## config.mk

```make
export PLATFORM = sky130hd
export DESIGN_NAME = alu_op_sequencer
export DESIGN_NICKNAME = d
export VERILOG_FILES = /design/src/rtl/alu_op_sequencer_pkg.sv /design/src/rtl/alu_op_sequencer_wb_handshake.sv /design/src/rtl/alu_op_sequencer.sv
export SDC_FILE = /design/constraint.sdc
export NUM_CORES = 1
export LEC_CHECK = 0
export ABC_AREA = 1
export CORE_MARGIN = 2
export CORE_UTILIZATION = 40
export DETAILED_ROUTE_END_ITERATION = 6
export PLACE_DENSITY = 0.76
export SLEW_MARGIN = 20
export SYNTH_ARGS = -nofsm -noshare
export SYNTH_HDL_FRONTEND = slang
export SYNTH_SLANG_ARGS = --single-unit
```

## constraint.sdc

```tcl
create_clock -name clock -period 1.75 [get_ports clock]
set_input_delay 0.175 -clock clock [delete_from_list [all_inputs] [get_ports clock]]
set_output_delay 0.175 -clock clock [all_outputs]
set_load 0.02 [all_outputs]
```

## src/rtl/alu_op_sequencer_pkg.sv

```systemverilog
// Shared definitions for the ALU operation sequencer: select codes, op classes, FSM states.
package alu_op_sequencer_pkg;

  localparam logic [3:0] OP_ADD = 4'b0001;
  localparam logic [3:0] OP_SUB = 4'b0010;
  localparam logic [3:0] OP_MUL = 4'b0011;
  localparam logic [3:0] OP_DIV = 4'b0101;
  localparam logic [3:0] OP_AND = 4'b0110;
  localparam logic [3:0] OP_OR  = 4'b0111;
  localparam logic [3:0] OP_NEG = 4'b1000;
  localparam logic [3:0] OP_NOT = 4'b1010;
  localparam logic [3:0] OP_SRA = 4'b1011;
  localparam logic [3:0] OP_SHL = 4'b1100;
  localparam logic [3:0] OP_SHR = 4'b1101;
  localparam logic [3:0] OP_ROL = 4'b1110;
  localparam logic [3:0] OP_ROR = 4'b1111;

  typedef enum logic [2:0] {
    StIdle,
    StCheck,
    StSettle,
    StCapture,
    StWriteLo,
    StWriteHi,
    StDone
  } state_e;

  // Ops that produce both HI and LO results.
  function automatic logic is_two_result(input logic [3:0] op);
    return (op == OP_MUL) || (op == OP_DIV);
  endfunction

  // Anything outside the defined select set is rejected.
  function automatic logic is_illegal(input logic [3:0] op);
    return !(op inside {OP_ADD, OP_SUB, OP_MUL, OP_DIV, OP_AND, OP_OR, OP_NEG, OP_NOT,
                        OP_SRA, OP_SHL, OP_SHR, OP_ROL, OP_ROR});
  endfunction

endpackage

```

## src/rtl/alu_op_sequencer_wb_handshake.sv

```systemverilog
// Single-request write driver: raises wr_lo or wr_hi with data and holds it until acknowledged.
module alu_op_sequencer_wb_handshake #(
  parameter int unsigned Width = 32
) (
  input  logic             clk_i,
  input  logic             rst_ni,
  input  logic             load_i,
  input  logic             sel_hi_i,
  input  logic [Width-1:0] data_i,
  input  logic             ack_i,
  output logic             wr_lo_o,
  output logic             wr_hi_o,
  output logic [Width-1:0] wr_data_o,
  output logic             fire_o
);

  // Ack only counts while a request is outstanding.
  assign fire_o = (wr_lo_o | wr_hi_o) & ack_i;

  // Load wins over completion so a follow-on request can replace the acked one back to back.
  always_ff @(posedge clk_i) begin
    if (!rst_ni) begin
      wr_lo_o   <= 1'b0;
      wr_hi_o   <= 1'b0;
      wr_data_o <= '0;
    end else if (load_i) begin
      wr_lo_o   <= !sel_hi_i;
      wr_hi_o   <= sel_hi_i;
      wr_data_o <= data_i;
    end else if (fire_o) begin
      wr_lo_o <= 1'b0;
      wr_hi_o <= 1'b0;
    end
  end

endmodule

```

## src/rtl/alu_op_sequencer.sv

```systemverilog
// Drives one ALU operation end to end: accept, validate, settle, capture Z, write LO/HI back.
module alu_op_sequencer
  import alu_op_sequencer_pkg::*;
#(
  parameter int unsigned SETTLE_CYCLES = 2,
  parameter int unsigned WIDTH         = 32
) (
  input  logic               clock,
  input  logic               clear,
  input  logic               start,
  input  logic [3:0]         op,
  input  logic [WIDTH-1:0]   a_in,
  input  logic [WIDTH-1:0]   b_in,
  output logic               busy,
  output logic               done,
  output logic               err,
  output logic [3:0]         alu_select,
  output logic [WIDTH-1:0]   alu_a,
  output logic [WIDTH-1:0]   alu_b,
  input  logic [2*WIDTH-1:0] alu_z,
  output logic               wr_lo,
  output logic               wr_hi,
  output logic [WIDTH-1:0]   wr_data,
  input  logic               wr_ack
);

  localparam logic [3:0] SettleInit = 4'(SETTLE_CYCLES);

  state_e           state_q;
  logic [3:0]       cnt_q;
  logic [WIDTH-1:0] hi_q;
  logic             wr_fire;
  logic             hs_load;
  logic             hs_sel_hi;
  logic [WIDTH-1:0] hs_data;

  // LO goes straight from Z into the write-data register at capture; HI waits in hi_q.
  assign hs_load   = (state_q == StCapture) ||
                     ((state_q == StWriteLo) && wr_fire && is_two_result(alu_select));
  assign hs_sel_hi = (state_q == StWriteLo);
  assign hs_data   = (state_q == StCapture) ? alu_z[WIDTH-1:0] : hi_q;

  alu_op_sequencer_wb_handshake #(
    .Width(WIDTH)
  ) u_wb_handshake (
    .clk_i    (clock),
    .rst_ni   (clear),
    .load_i   (hs_load),
    .sel_hi_i (hs_sel_hi),
    .data_i   (hs_data),
    .ack_i    (wr_ack),
    .wr_lo_o  (wr_lo),
    .wr_hi_o  (wr_hi),
    .wr_data_o(wr_data),
    .fire_o   (wr_fire)
  );

  // Sequencer FSM with registered status and ALU-input outputs.
  always_ff @(posedge clock) begin
    if (!clear) begin
      state_q    <= StIdle;
      busy       <= 1'b0;
      done       <= 1'b0;
      err        <= 1'b0;
      alu_select <= 4'b0000;
      alu_a      <= '0;
      alu_b      <= '0;
      cnt_q      <= '0;
      hi_q       <= '0;
    end else begin
      done <= 1'b0;
      unique case (state_q)
        StIdle: begin
          if (start) begin
            alu_select <= op;
            alu_a      <= a_in;
            alu_b      <= b_in;
            busy       <= 1'b1;
            err        <= 1'b0;
            state_q    <= StCheck;
          end
        end
        StCheck: begin
          if (is_illegal(alu_select) || ((alu_select == OP_DIV) && (alu_b == '0))) begin
            err     <= 1'b1;
            done    <= 1'b1;
            state_q <= StDone;
          end else begin
            cnt_q   <= SettleInit;
            state_q <= StSettle;
          end
        end
        StSettle: begin
          cnt_q <= cnt_q - 4'd1;
          if (cnt_q == 4'd1) begin
            state_q <= StCapture;
          end
        end
        StCapture: begin
          hi_q    <= alu_z[2*WIDTH-1:WIDTH];
          state_q <= StWriteLo;
        end
        StWriteLo: begin
          if (wr_fire) begin
            if (is_two_result(alu_select)) begin
              state_q <= StWriteHi;
            end else begin
              done    <= 1'b1;
              state_q <= StDone;
            end
          end
        end
        StWriteHi: begin
          if (wr_fire) begin
            done    <= 1'b1;
            state_q <= StDone;
          end
        end
        StDone: begin
          busy    <= 1'b0;
          state_q <= StIdle;
        end
        default: begin
          busy    <= 1'b0;
          state_q <= StIdle;
        end
      endcase
    end
  end

endmodule

```

==> impl_metrics.toml <==
# physical design summary
[power]
vdd_ir_drop_max_mv = 0.688
p_switching_mw = 4.04
power.density_nw_per_um2 = 1390
p_seq_mw = 4.23

[detailed_routing]
viasPerCell = 4.85
ant_nets = 0
drc_errors = 0

[setup_path]
cp.depth = 1
r2r-end = "u_wb_handshake.wr_data_o[28]"
worstSetupStartpointType = "flip-flop"
cp_cell_sequence = "clkdlybuf4s50_1"

[synth]
flop_cell = "dfxtp_1"
ys_warn_count = 0
synth.distinct_cells = 27

[die]
die_y_um = 123

[run_status]
status = "finished clean"

[cts]
cts_tree = "yes"
ctsHoldBuffers = 0

[sta]
rsz0062_at_grt = "no"

[placed_design]
gp_congestion = 0.780

[global_routing]
grt_max_degree = 65

[final_layout]
fin_area_um2 = 8880
==> layer usage <==
metal | global-route usage, % | vias to the layer above | wire (um)
li1 | - | 2926 | -
met2 | 36.5 | 224 | 7740
met3 | 7.90 | 18 | 1740
met5 | 0 | - | 0
met4 | 7.26 | 0 | 225
met1 | 27.7 | 2557 | 7150
==> logic make-up (layout without fill, tap and decap cells) <==
logic type,count (synthesis),count (layout),share of synthesized area (%)
adder cells (fa/ha/maj),2,2,0.444
AND-OR/OR-AND,160,160,14.4
AND/OR/NAND/NOR,378,378,27.4
buffers and inverters,79,315,6.54
XOR/XNOR,1,1,0.155
flip-flops,144,144,51.1
==> placed cells by master, fill, tap and decap left out <==
cell type	synthesis	final
clkdlybuf4s50_1	0	239
nand2_1	211	210
dfxtp_1	144	144
a21oi_1	111	111
nor2_1	87	87
nand3_1	70	70
o21ai_0	39	39
inv_1	23	22
clkbuf_16	0	17
buf_4	9	9
buf_12	0	7
o21ai_1	6	6
bufinv_16	0	5
inv_2	4	3
nand4_1	3	3
clkinv_2	0	3
clkinvlp_4	0	3
clkbuf_8	0	3
nand2_2	1	2
a31oi_1	2	2
ha_1	2	2
nor3_1	1	1
nor2_4	1	1
nor3_4	0	1
or2_0	1	1
a21oi_2	1	1
nand4_2	1	1
inv_4	0	1
o211ai_1	1	1
or2_2	1	1
xor2_1	1	1
clkbuf_1	25	1
buf_2	13	1
buf_6	3	1
==> per-stage QoR <==
stage	util, %	setup slack, ns
6_report	64.2	0.120
5_1_grt	64.2	0.0310
4_1_cts	64.2	0.0401
3_5_place_dp	59.5	0.0112
3_3_place_gp	59.5	0.0542
2_1_floorplan	-	0.205
==> timing repair <==
action / CTS / global route
resized: 0 / 3
endpoints found under the setup margin: 0 / 31
endpoints found under the hold margin: 0 / 0
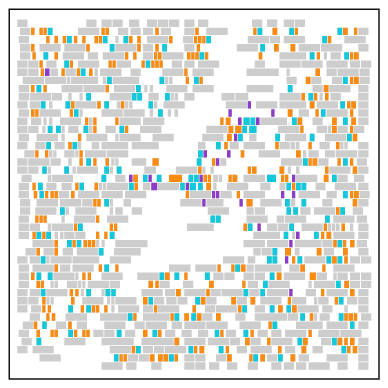
*Logic cells by family*
Drawn at 3 px/um.
Orange shows nand cells, cells 286, where widely spread. Purple shows inv cells, cells 27. Cyan shows aoi and oai cells, cells 160, where widely spread.

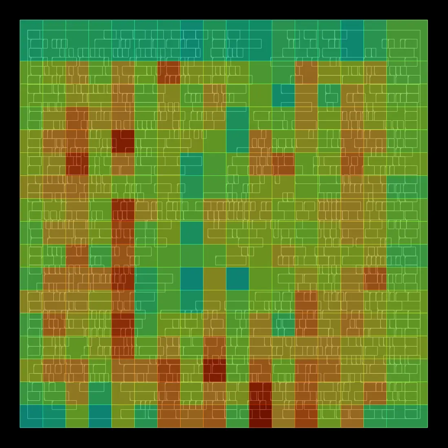
*Track usage over the die*
Final Util: 64.2%
routed len/inst: 14.3 um
GRT met2 Usage: 36.5%

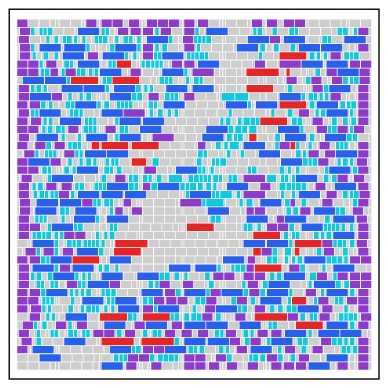
*Cell classes on the final placement*
Drawn at 3 px/um. Fill, decap, tap and diode cells in grey.
Purple shows remaining buffers and delay cells, cells 257, share of their area 30%. Cyan shows combinational and other logic, cells 568, share of their area 29%. Red shows clock drivers and dummy loads, cells 31, share of their area 7.5%. Blue shows sequential cells, cells 144, share of their area 33%.

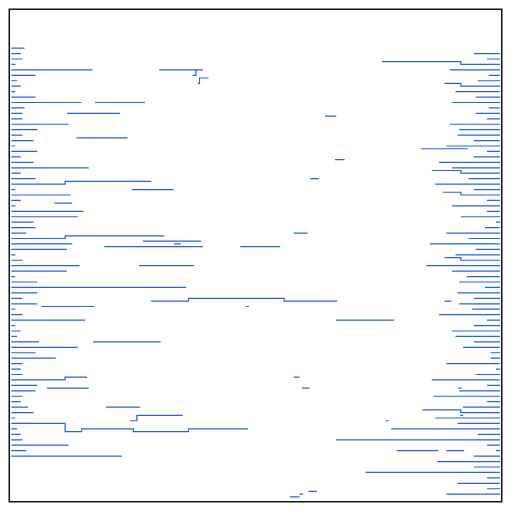
*Signal wires on met3*
Drawn at 4 px/um.
179 nets have wire on it. The layer carries 1,740 um of wire.

